Fig. 1: run 1, the metal 1 layer
Cells faint in the background.
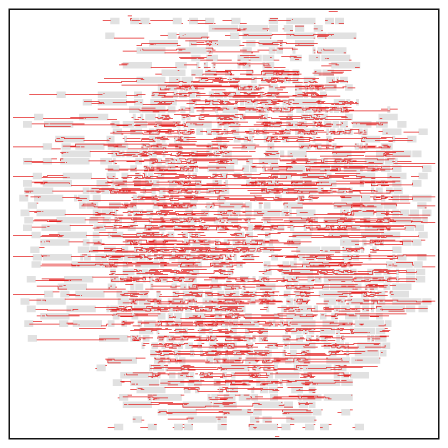
Fig. 2: run 1, M2 wires
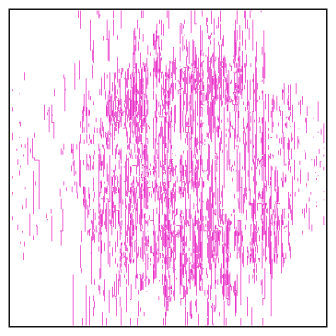
Fig. 3: run 1, met3 routing
Cells faint in the background.
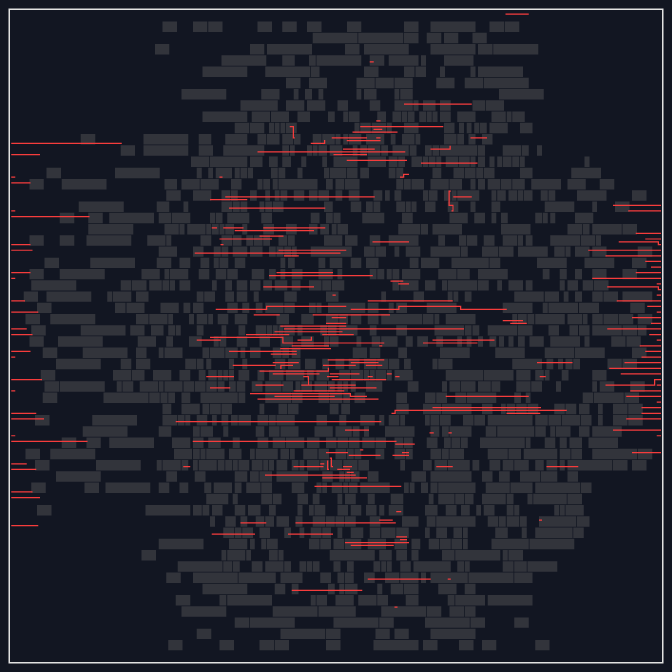
$ cat config.mk
export PLATFORM = sky130hd
export DESIGN_NAME = alu_responder_flat
export DESIGN_NICKNAME = d
export VERILOG_FILES = /design/src/rtl/alu_responder_if.sv /design/src/rtl/alu_responder.sv /design/src/flat_wrapper.sv
export SDC_FILE = /design/constraint.sdc
export NUM_CORES = 1
export LEC_CHECK = 0
export CAP_MARGIN = 15
export CORE_MARGIN = 2
export CORE_UTILIZATION = 35
export DETAILED_ROUTE_END_ITERATION = 7
export GPL_ROUTABILITY_DRIVEN = 0
export PLACE_DENSITY = 0.61
export SLEW_MARGIN = 5
export SYNTH_ARGS = -nofsm -noshare
export SYNTH_HDL_FRONTEND = slang
export SYNTH_SLANG_ARGS = --single-unit
$ cat constraint.sdc
create_clock -name clk -period 3.5 [get_ports clk]
set_clock_uncertainty 0.2 [all_clocks]
set_input_delay 0.7 -clock clk [delete_from_list [all_inputs] [get_ports clk]]
set_output_delay 0.7 -clock clk [all_outputs]
set_load 0.05 [all_outputs]
$ cat src/rtl/alu_responder_if.sv
// rtl/alu_responder_if.sv - request/response bundle between an ALU requester and the alu_responder
interface alu_responder_if #(
  parameter int WIDTH = 32
);
  logic             req_valid;
  logic             req_ready;
  logic [2:0]       req_f;
  logic [WIDTH-1:0] req_a;
  logic [WIDTH-1:0] req_b;
  logic             rsp_valid;
  logic             rsp_ready;
  logic [WIDTH-1:0] rsp_y;
  logic             rsp_zero;
  logic             rsp_of;
  logic             rsp_illegal;

  modport master (
    output req_valid, req_f, req_a, req_b, rsp_ready,
    input  req_ready, rsp_valid, rsp_y, rsp_zero, rsp_of, rsp_illegal
  );

  modport slave (
    input  req_valid, req_f, req_a, req_b, rsp_ready,
    output req_ready, rsp_valid, rsp_y, rsp_zero, rsp_of, rsp_illegal
  );
endinterface

$ cat src/rtl/alu_responder.sv
// rtl/alu_responder.sv - two-stage handshaked ALU responder; ALU_RESPONDER_STATS_EN adds handshake counters
module alu_responder #(
  parameter int WIDTH = 32
) (
  input  logic          clk,
  input  logic          reset,
  alu_responder_if.slave bus
`ifdef ALU_RESPONDER_STATS_EN
  ,
  output logic [31:0]   stat_ops,
  output logic [31:0]   stat_of
`endif
);

  typedef enum logic [2:0] {
    FN_AND  = 3'b000,
    FN_OR   = 3'b001,
    FN_ADD  = 3'b010,
    FN_ILL  = 3'b011,
    FN_ANDN = 3'b100,
    FN_ORN  = 3'b101,
    FN_SUB  = 3'b110,
    FN_SLT  = 3'b111
  } alu_fn_e;

  logic             s1_valid;
  alu_fn_e          s1_f;
  logic [WIDTH-1:0] s1_a;
  logic [WIDTH-1:0] s1_b;

  logic             s2_valid;
  logic [WIDTH-1:0] s2_y;
  logic             s2_zero;
  logic             s2_of;
  logic             s2_illegal;

  logic             s2_free;
  logic             s1_adv;
  logic             accept;
  logic             consume;

  logic [WIDTH-1:0] c_y;
  logic             c_of;
  logic             c_illegal;
  logic [WIDTH-1:0] c_sum;
  logic [WIDTH-1:0] c_diff;
  logic             c_lt;

  assign s2_free = !s2_valid || bus.rsp_ready;
  assign s1_adv  = s1_valid && s2_free;
  assign consume = s2_valid && bus.rsp_ready;

  // Gating with reset keeps the unit closed while reset is held, yet opens it
  // in the very first cycle after release.
  assign bus.req_ready = reset && (!s1_valid || s2_free);
  assign accept        = bus.req_valid && bus.req_ready;

  assign c_sum  = s1_a + s1_b;
  assign c_diff = s1_a - s1_b;
  assign c_lt   = $signed(s1_a) < $signed(s1_b);

  always_comb begin
    c_y       = '0;
    c_of      = 1'b0;
    c_illegal = 1'b0;
    case (s1_f)
      FN_AND:  c_y = s1_a & s1_b;
      FN_OR:   c_y = s1_a | s1_b;
      FN_ADD: begin
        c_y  = c_sum;
        c_of = (s1_a[WIDTH-1] == s1_b[WIDTH-1]) && (c_sum[WIDTH-1] != s1_a[WIDTH-1]);
      end
      FN_ILL:  c_illegal = 1'b1;
      FN_ANDN: c_y = s1_a & ~s1_b;
      FN_ORN:  c_y = s1_a | ~s1_b;
      FN_SUB: begin
        c_y  = c_diff;
        c_of = (s1_a[WIDTH-1] != s1_b[WIDTH-1]) && (c_diff[WIDTH-1] != s1_a[WIDTH-1]);
      end
      FN_SLT:  c_y = {{(WIDTH-1){1'b0}}, c_lt};
      default: c_y = '0;
    endcase
  end

  always_ff @(posedge clk) begin
    if (!reset) begin
      s1_valid <= 1'b0;
    end else if (accept) begin
      s1_valid <= 1'b1;
    end else if (s1_adv) begin
      s1_valid <= 1'b0;
    end
  end

  // Payload is captured only on accept so a stalled stage 1 keeps its operands.
  always_ff @(posedge clk) begin
    if (accept) begin
      s1_f <= alu_fn_e'(bus.req_f);
      s1_a <= bus.req_a;
      s1_b <= bus.req_b;
    end
  end

  always_ff @(posedge clk) begin
    if (!reset) begin
      s2_valid   <= 1'b0;
      s2_y       <= '0;
      s2_zero    <= 1'b0;
      s2_of      <= 1'b0;
      s2_illegal <= 1'b0;
    end else if (s1_adv) begin
      s2_valid   <= 1'b1;
      s2_y       <= c_y;
      s2_zero    <= (c_y == '0);
      s2_of      <= c_of;
      s2_illegal <= c_illegal;
    end else if (consume) begin
      s2_valid   <= 1'b0;
    end
  end

  assign bus.rsp_valid   = s2_valid;
  assign bus.rsp_y       = s2_y;
  assign bus.rsp_zero    = s2_zero;
  assign bus.rsp_of      = s2_of;
  assign bus.rsp_illegal = s2_illegal;

`ifdef ALU_RESPONDER_STATS_EN
  always_ff @(posedge clk) begin
    if (!reset) begin
      stat_ops <= '0;
      stat_of  <= '0;
    end else if (consume) begin
      stat_ops <= stat_ops + 32'd1;
      if (s2_of) begin
        stat_of <= stat_of + 32'd1;
      end
    end
  end
`endif

endmodule
$ cat src/flat_wrapper.sv
// flat-port wrapper written by rule: the top's interface ports become plain ports
module alu_responder_flat 
#(
  parameter int WIDTH = 32
)
  (clk, reset, bus_req_valid, bus_req_f, bus_req_a, bus_req_b, bus_rsp_ready, bus_req_ready, bus_rsp_valid, bus_rsp_y, bus_rsp_zero, bus_rsp_of, bus_rsp_illegal);
  alu_responder_if #(.WIDTH(WIDTH)) bus_i ();
  input  logic clk;
  input  logic reset;
  input wire logic [$bits(bus_i.req_valid)-1:0] bus_req_valid;
  input wire logic [$bits(bus_i.req_f)-1:0] bus_req_f;
  input wire logic [$bits(bus_i.req_a)-1:0] bus_req_a;
  input wire logic [$bits(bus_i.req_b)-1:0] bus_req_b;
  input wire logic [$bits(bus_i.rsp_ready)-1:0] bus_rsp_ready;
  output wire logic [$bits(bus_i.req_ready)-1:0] bus_req_ready;
  output wire logic [$bits(bus_i.rsp_valid)-1:0] bus_rsp_valid;
  output wire logic [$bits(bus_i.rsp_y)-1:0] bus_rsp_y;
  output wire logic [$bits(bus_i.rsp_zero)-1:0] bus_rsp_zero;
  output wire logic [$bits(bus_i.rsp_of)-1:0] bus_rsp_of;
  output wire logic [$bits(bus_i.rsp_illegal)-1:0] bus_rsp_illegal;
  assign bus_i.req_valid = bus_req_valid;
  assign bus_i.req_f = bus_req_f;
  assign bus_i.req_a = bus_req_a;
  assign bus_i.req_b = bus_req_b;
  assign bus_i.rsp_ready = bus_rsp_ready;
  assign bus_req_ready = bus_i.req_ready;
  assign bus_rsp_valid = bus_i.rsp_valid;
  assign bus_rsp_y = bus_i.rsp_y;
  assign bus_rsp_zero = bus_i.rsp_zero;
  assign bus_rsp_of = bus_i.rsp_of;
  assign bus_rsp_illegal = bus_i.rsp_illegal;
  alu_responder #(.WIDTH(WIDTH)) u_core (.clk(clk), .reset(reset), .bus(bus_i));
endmodule
==> impl.org, run 1 <==
* Flow results

** Outcome
- Result of the run :: complete, but fails checks
- Violated checks :: negative setup slack

** Flow run
- The stage logs contain a warning count of 58.
- Number of maximum-capacitance constraint violations :: 0

** Cells and area
- Total area of multi-input combinational cells :: around 5400 sq um
- Clkbuf count :: 9
- Number of non-clock inverters in the layout :: roughly 58
- Count of plain and timing-repair buffers in the layout :: 251
- Area grow syn2layout :: 36.6%
- Num sequential :: roughly 100
- Per the final layout report, the fraction of cells sized above drive strength 1 comes to 0.220.
- Filler cell count in the final layout :: about 2200
- The repair_antennas step left the layout with diodes totalling 0.
- The layout report lists the combined flip-flop and latch area as roughly 2800 sq um.
- ClkCell Share :: 0.0258
- For the completed layout, the total cell area is recorded as 11300 sq um.
- Combinational share of cell area :: 0.480
- The finished layout holds approximately 1500 standard cells, fillers aside.
- Most frequent logic cell in the layout :: sky130_fd_sc_hd__buf_4

** Global route
- Vias in the first global route :: around 7400
- GRT Resource Usage Total :: 0.202
- Antenna violations before repair :: 0
- Global routing finished with a remaining overflow of 0.

** Clock tree
- Num CTS Buffers :: 9
- Hold buffers post-CTS :: 0
- Per the post-CTS timing run, clock transition at the registers of the reported paths is roughly 80 ps.
- Looking at the clock tree report, the H-tree level count equals 3.
- The root buffer cell chosen for the clock tree is sky130_fd_sc_hd__clkbuf_16.
- Buffers inserted during post-CTS setup optimization :: 8

** Critical path
- Critical Path AT :: approximately 3600 ps
- Peak fanout along the critical path :: 4
- The launch point of the worst register-to-register path is recorded as u_core.s1_b[1]$_DFFE_PP_.
- R2R setup slack :: -40 ps

** Timing
- The last timing report of the flow puts the setup violation total at 1.
- Hold violation count in the final report :: 0
- Fin crit period :: 3540 ps
- Worst hold slack after final layout :: between 200 and 300 ps
- Final worst setup slack :: -39.3 ps
- The final timing summary puts the cycle share of the worst path at 1.01.
- Maximum achievable frequency :: approximately 280 MHz
- Max-slew headroom at the worst pin :: 0.428
- Measured slew at the worst slew-check pin :: 855 ps
- Max-slew violation count :: 0

** Yosys
- The main area contributors are sky130_fd_sc_hd__edfxtp_1, sky130_fd_sc_hd__ha_1, sky130_fd_sc_hd__dfxtp_1.
- Post-synth EDFFs :: around 67
- The average instance in the mapped netlist occupies roughly 8.7 sq um.
- Yosys warning count :: 0
- Leading cell type by number of instances after synthesis :: sky130_fd_sc_hd__nor2_1
- Per Yosys stat, the portion of area used by sequential elements is 0.333.
- Distinct lib cells used :: about 86
- Share of the synthesized area in the top cell type :: 0.243
- The cell count after synthesis came out at approximately 950.
- YS chip area :: ~8300 sq um
- The net count after synthesis is 1087.
- In the synthesized netlist the dominant register cell turns out to be sky130_fd_sc_hd__edfxtp_1.
- In this run the cell area of the synthesized design comes to between 8000 and 9000 sq um.

** Floorplan
- Per the OpenROAD floorplan log, the area of the die is ~25000 sq um.
- I/O pin total :: about 110
- Fp util :: 0.355
- Tap insertion was completed with about 320 tapcells.
- Core region area :: about 23000 sq um
- Overall die width :: about 160 um

** Worst hold path
- Note that the worst hold path type here is reg -> reg.
- Worst hold path cell count :: 2
- Capture endpoint of the worst hold path :: u_core.bus.rsp_illegal$_SDFFE_PN0P_

** Power
- Sequential power for this build is approximately 1400 uW.
- Of the total power, the share spent switching nets is 0.340.
- Pwr per Cell Area :: between 300 and 400 nW/um^2
- Logic pwr share :: 0.327
- Proportion of power drawn by flip-flops and latches :: 0.390
- Pint :: between 2000 and 2500 uW
- The power report puts the leakage power at approximately 0.0045 uW.
- Reported clock group power :: 1030 uW

** Place
- Placement Cell Area :: approximately 10000 sq um
- Detailed-placement wirelength estimate :: ~19000 um
- Count of buffers from port buffering :: between 100 and 150

** Routing
- Pre-Repair DR Iteration Count :: 6
- Detailed-route wire length per cell :: ~17 um
-- Fig. 1 (at the start) --
wire length on this layer: 12300 um
longest straight run: 52.9 um
main direction: horizontal
nets with wire on the layer: 1168
share of all routed wire: 48%

-- Fig. 2 (at the start) --
share of all routed wire: 43%
main direction: vertical
nets with wire on the layer: 1067
longest straight run: 51.7 um

-- Fig. 3 (at the start) --
main direction: horizontal
share of all routed wire: 7.2%
nets with wire on the layer: 174
longest straight run: 49.5 um
routed via count: 7962
GR met3 Demand/Resource: 0.0301
DRT Wirelength: 25600 um

[run 1: worst max-delay path: stages, from the launching register on]
cell and delay, ps:
sky130_fd_sc_hd__edfxtp_1 430, sky130_fd_sc_hd__buf_4 160, sky130_fd_sc_hd__inv_2 60, sky130_fd_sc_hd__ha_4 210, sky130_fd_sc_hd__nor2b_4 140, sky130_fd_sc_hd__o21ai_4 100
sky130_fd_sc_hd__a211oi_4 320, sky130_fd_sc_hd__buf_4 170, sky130_fd_sc_hd__nor3_2 40, sky130_fd_sc_hd__or3_1 310, sky130_fd_sc_hd__a32o_2 300, sky130_fd_sc_hd__a2111oi_4 320
sky130_fd_sc_hd__nand4_1 170, sky130_fd_sc_hd__nor4_2 250, sky130_fd_sc_hd__nand4_1 130, sky130_fd_sc_hd__o31ai_2 180
[run 1: stage by stage]
stage / setup TNS [ps] / setup WS, ps / utilization
6_report: -39.3 / -39.3 / 0.484
5_1_grt: -480 / -246 / 0.484
4_1_cts: 0 / 2.30 / 0.467
3_5_place_dp: -164 / -118 / 0.449
3_3_place_gp: -104 / -99.7 / 0.449
2_1_floorplan: 0 / 112 / -
[run 1: sequential cells by signal, summed over array words and instances, names as in the netlist, 3 cells and up]
signal	flops
u_core.s1_b	32
u_core.s1_a	32
u_core.s1_f	3
u_core.bus.rsp_y	32
[run 1: metal layers]
metal,GRT usage,part of all wire,up-vias
li1,-,-,3892
met1,0.292,0.48,3715
met2,0.308,0.43,324
met3,0.0301,0.072,31
met4,0.0693,0.017,0
met5,0,0,-
[run 1: logic make-up after synthesis]
logic type	count (synthesis)	share of synthesized area
DFF	104	0.333
and+or+nand+nor	284	0.167
xor gates and xnor gates	47	0.0498
buffers and inverters	120	0.0582
adders and majority gates	84	0.123
AOI/OAI and AO/OA	303	0.258
muxes	9	0.0112
==> run 2, diff against run 1 <==
- CAP_MARGIN: 15 -> unset
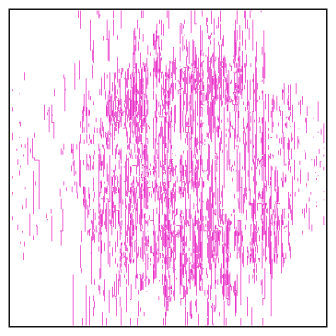
Fig. 4. M2 wires (run 2).
share of all routed wire: 43%
longest straight run: 51.7 um
nets with wire on the layer: 1067
wire length on this layer: 11000 um
met2 track demand over resource: 0.308

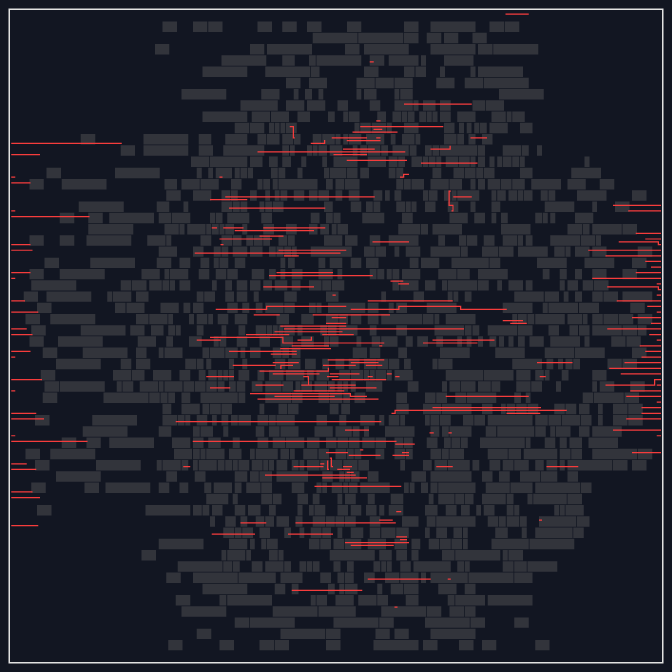
Fig. 5. Met3 routing (run 2).
Cells faint in the background.
wire length on this layer: 1860 um
nets with wire on the layer: 174
share of all routed wire: 7.2%
main direction: horizontal
longest straight run: 49.5 um

==> run 2 against run 1 <==
The run still ends with negative setup slack left. Die size unchanged. Worst setup slack stayed put. Clock power about the same. Area after synthesis did not move. Register-to-register slack is essentially flat. Critical path depth stayed put. Critical endpoint unchanged.
==> impl.org, run 2 <==
* Flow results

** Floorplan
- The number of top-level design ports is 108 (unchanged).
- The floorplan die area is 24900 sq um (unchanged).
- The horizontal die size was 158 um (unchanged).
- Core region area :: 23300 sq um (unchanged)

** Place
- The detailed placement HPWL was 19200 um (unchanged).
- The worst slack at placement was -118 ps (unchanged).
- The port buffer count was 107 (unchanged).
- The total cell area at the placement stage was 10500 sq um (unchanged).

** Power
- Pwr per Cell Area :: 322 nW/um^2 (unchanged)
- The static leakage power is 0.00448 uW (unchanged).

** Timing
- The final worst setup slack was -39.3 ps (unchanged).
- The smallest hold slack came to 265 ps (unchanged).
- Fin crit period :: 3540 ps (unchanged)
- Max-slew violation count :: 0 (unchanged)
- Final setup violation count :: 1 (unchanged)
- Sum Neg Setup Slack :: -39.3 ps (unchanged)
- The maximum achievable frequency is 283 MHz (unchanged).
- Max-slew headroom at the worst pin :: 0.428 (unchanged)
- Hold violation count in the final report :: 0 (unchanged)

** Cells and area
- Core occupancy in the finished layout :: 0.484 (unchanged)
- Fraction of final layout cells sized beyond drive strength 1 :: 0.220 (unchanged)
- Most frequent logic cell in the layout :: sky130_fd_sc_hd__buf_4 (unchanged)
- The final instance count without filler cells came to 1475 (unchanged).
- Diodes inserted :: 0 (unchanged)

** Routing
- Detailed-route wire length per cell :: 17.4 um (unchanged)
- The DRC violations left is 0 (unchanged).
- The total vias in the final route came to 7962 (unchanged).
- DRT Wirelength :: 25600 um (unchanged)
- The detailed-routing iteration count for the pre-antenna-repair pass is 6 (unchanged).

** Clock tree
- Number of levels the H-tree was split into :: 3 (unchanged)
- The cell chosen for the clock root is sky130_fd_sc_hd__clkbuf_16 (unchanged).
- Num CTS Buffers :: 9 (unchanged)
- The clock edge transition at the registers on the reported setup and hold paths came to 80 ps (about the same).

** Yosys
- Synthesized area per cell :: 8.70 sq um (unchanged)
- The share of the yosys chip area belonging to registers was 0.333 (unchanged).
- Biggest area contributors in the synthesized netlist :: sky130_fd_sc_hd__edfxtp_1, sky130_fd_sc_hd__ha_1, sky130_fd_sc_hd__dfxtp_1 (unchanged)
- The number of nets in the synthesized netlist came to 1087 (unchanged).
- Most frequently used flop master after synthesis :: sky130_fd_sc_hd__edfxtp_1 (unchanged)
- The top cell type by instance count after synthesis was sky130_fd_sc_hd__nor2_1 (unchanged).
- The number of cell instances after yosys synthesis is 951 (unchanged).
- Cells after synthesis :: 951 (unchanged)
- The yosys stat chip area was 8270 sq um (unchanged).
- The count of cell types in the netlist is 86 (unchanged).
- The netlist area before placement is 8270 sq um (unchanged).
- Post-synth EDFFs :: 67 (unchanged)

** Critical path
- The cell with the largest stage delay on the worst path is sky130_fd_sc_hd__edfxtp_1 (unchanged).
- Number of buffer and inverter stages on the critical path :: 3 (unchanged)
- The delay contributed by the slowest stage of the critical path is 430 ps (about the same).
- Peak fanout along the critical path :: 4 (unchanged)
- Cell breakdown of the critical path :: buf_4, inv_2, ha_4, nor2b_4, o21ai_4, a211oi_4, buf_4, nor3_2, or3_1, a32o_2, a2111oi_4, nand4_1, nor4_2, nand4_1, o31ai_2 (unchanged)

** Global route
- The total routing resource utilization after global routing was 0.202 (unchanged).
- The number of antenna violations at the first check in global routing was 0 (unchanged).
- Global route overflow :: 0 (unchanged)
- The number of global-route vias before repair came to 7376 (unchanged).

** Flow run
- The number of warnings in the stage logs is 58 (unchanged).
- The count of max-cap constraint violations came to 0 (unchanged).

** Outcome
- Result of the run :: complete, but fails checks (unchanged)
- Violated checks: negative setup slack (unchanged).
==> run 2: cell counts in the layout (fill, tap and decap cells not counted) <==
No cell type changed its count.
==> run 2: area by class of cell <==
type / instances / area (sq um)
flip-flops and latches: 104 / 2750
well taps: 319 / 399
clock inverters: 7 / 66.3
inverters: 58 / 218
fillers: 2226 / 12000
clock buffers: 9 / 225
multi-input cells: 727 / 5430
repair buffers: 251 / 2220
==> run 2: path summary, 6_finish.rpt <==
check	startpoint	to	slack, ps	cells after the start
setup / recovery	u_core.s1_b[1]$_DFFE_PP_	u_core.bus.rsp_zero$_SDFFE_PN0P_	-40	15
hold / removal	u_core.bus.rsp_illegal$_SDFFE_PN0P_	u_core.bus.rsp_illegal$_SDFFE_PN0P_	270	2
hold reg to reg	u_core.bus.rsp_illegal$_SDFFE_PN0P_	u_core.bus.rsp_illegal$_SDFFE_PN0P_	270	2
setup reg to reg	u_core.s1_b[1]$_DFFE_PP_	u_core.bus.rsp_zero$_SDFFE_PN0P_	-40	15
==> run 2: cell families after synthesis <==
group	after synthesis	share of synthesized area
AOI/OAI and AO/OA	303	0.258
and+or+nand+nor	284	0.167
buffers and inverters	120	0.0582
DFF	104	0.333
adders and majority gates	84	0.123
xor gates and xnor gates	47	0.0498
muxes	9	0.0112
==> run 2: what timing repair did <==
item                       in CTS  in global routing
pin swaps                      13                 35
setup endpoints to repair       3                 10
hold buffers                    0                  0
gates resized                  13                 66
setup buffers                   8                 13
==> run 2: power by group <==
part           switching, uW  total, uW  internal [uW]  leakage, uW
clock                    525       1030            506     0.000145
sequential              48.5       1420           1370     0.000933
combinational            665       1190            528      0.00340
==> run 2: metal layers <==
layer	global-route usage	routed length (um)
met5	0	0
met4	0.0693	438
met3	0.0301	1860
met2	0.308	11000
met1	0.292	12300
No activity file was given, so power comes from the tool's default toggle rates.
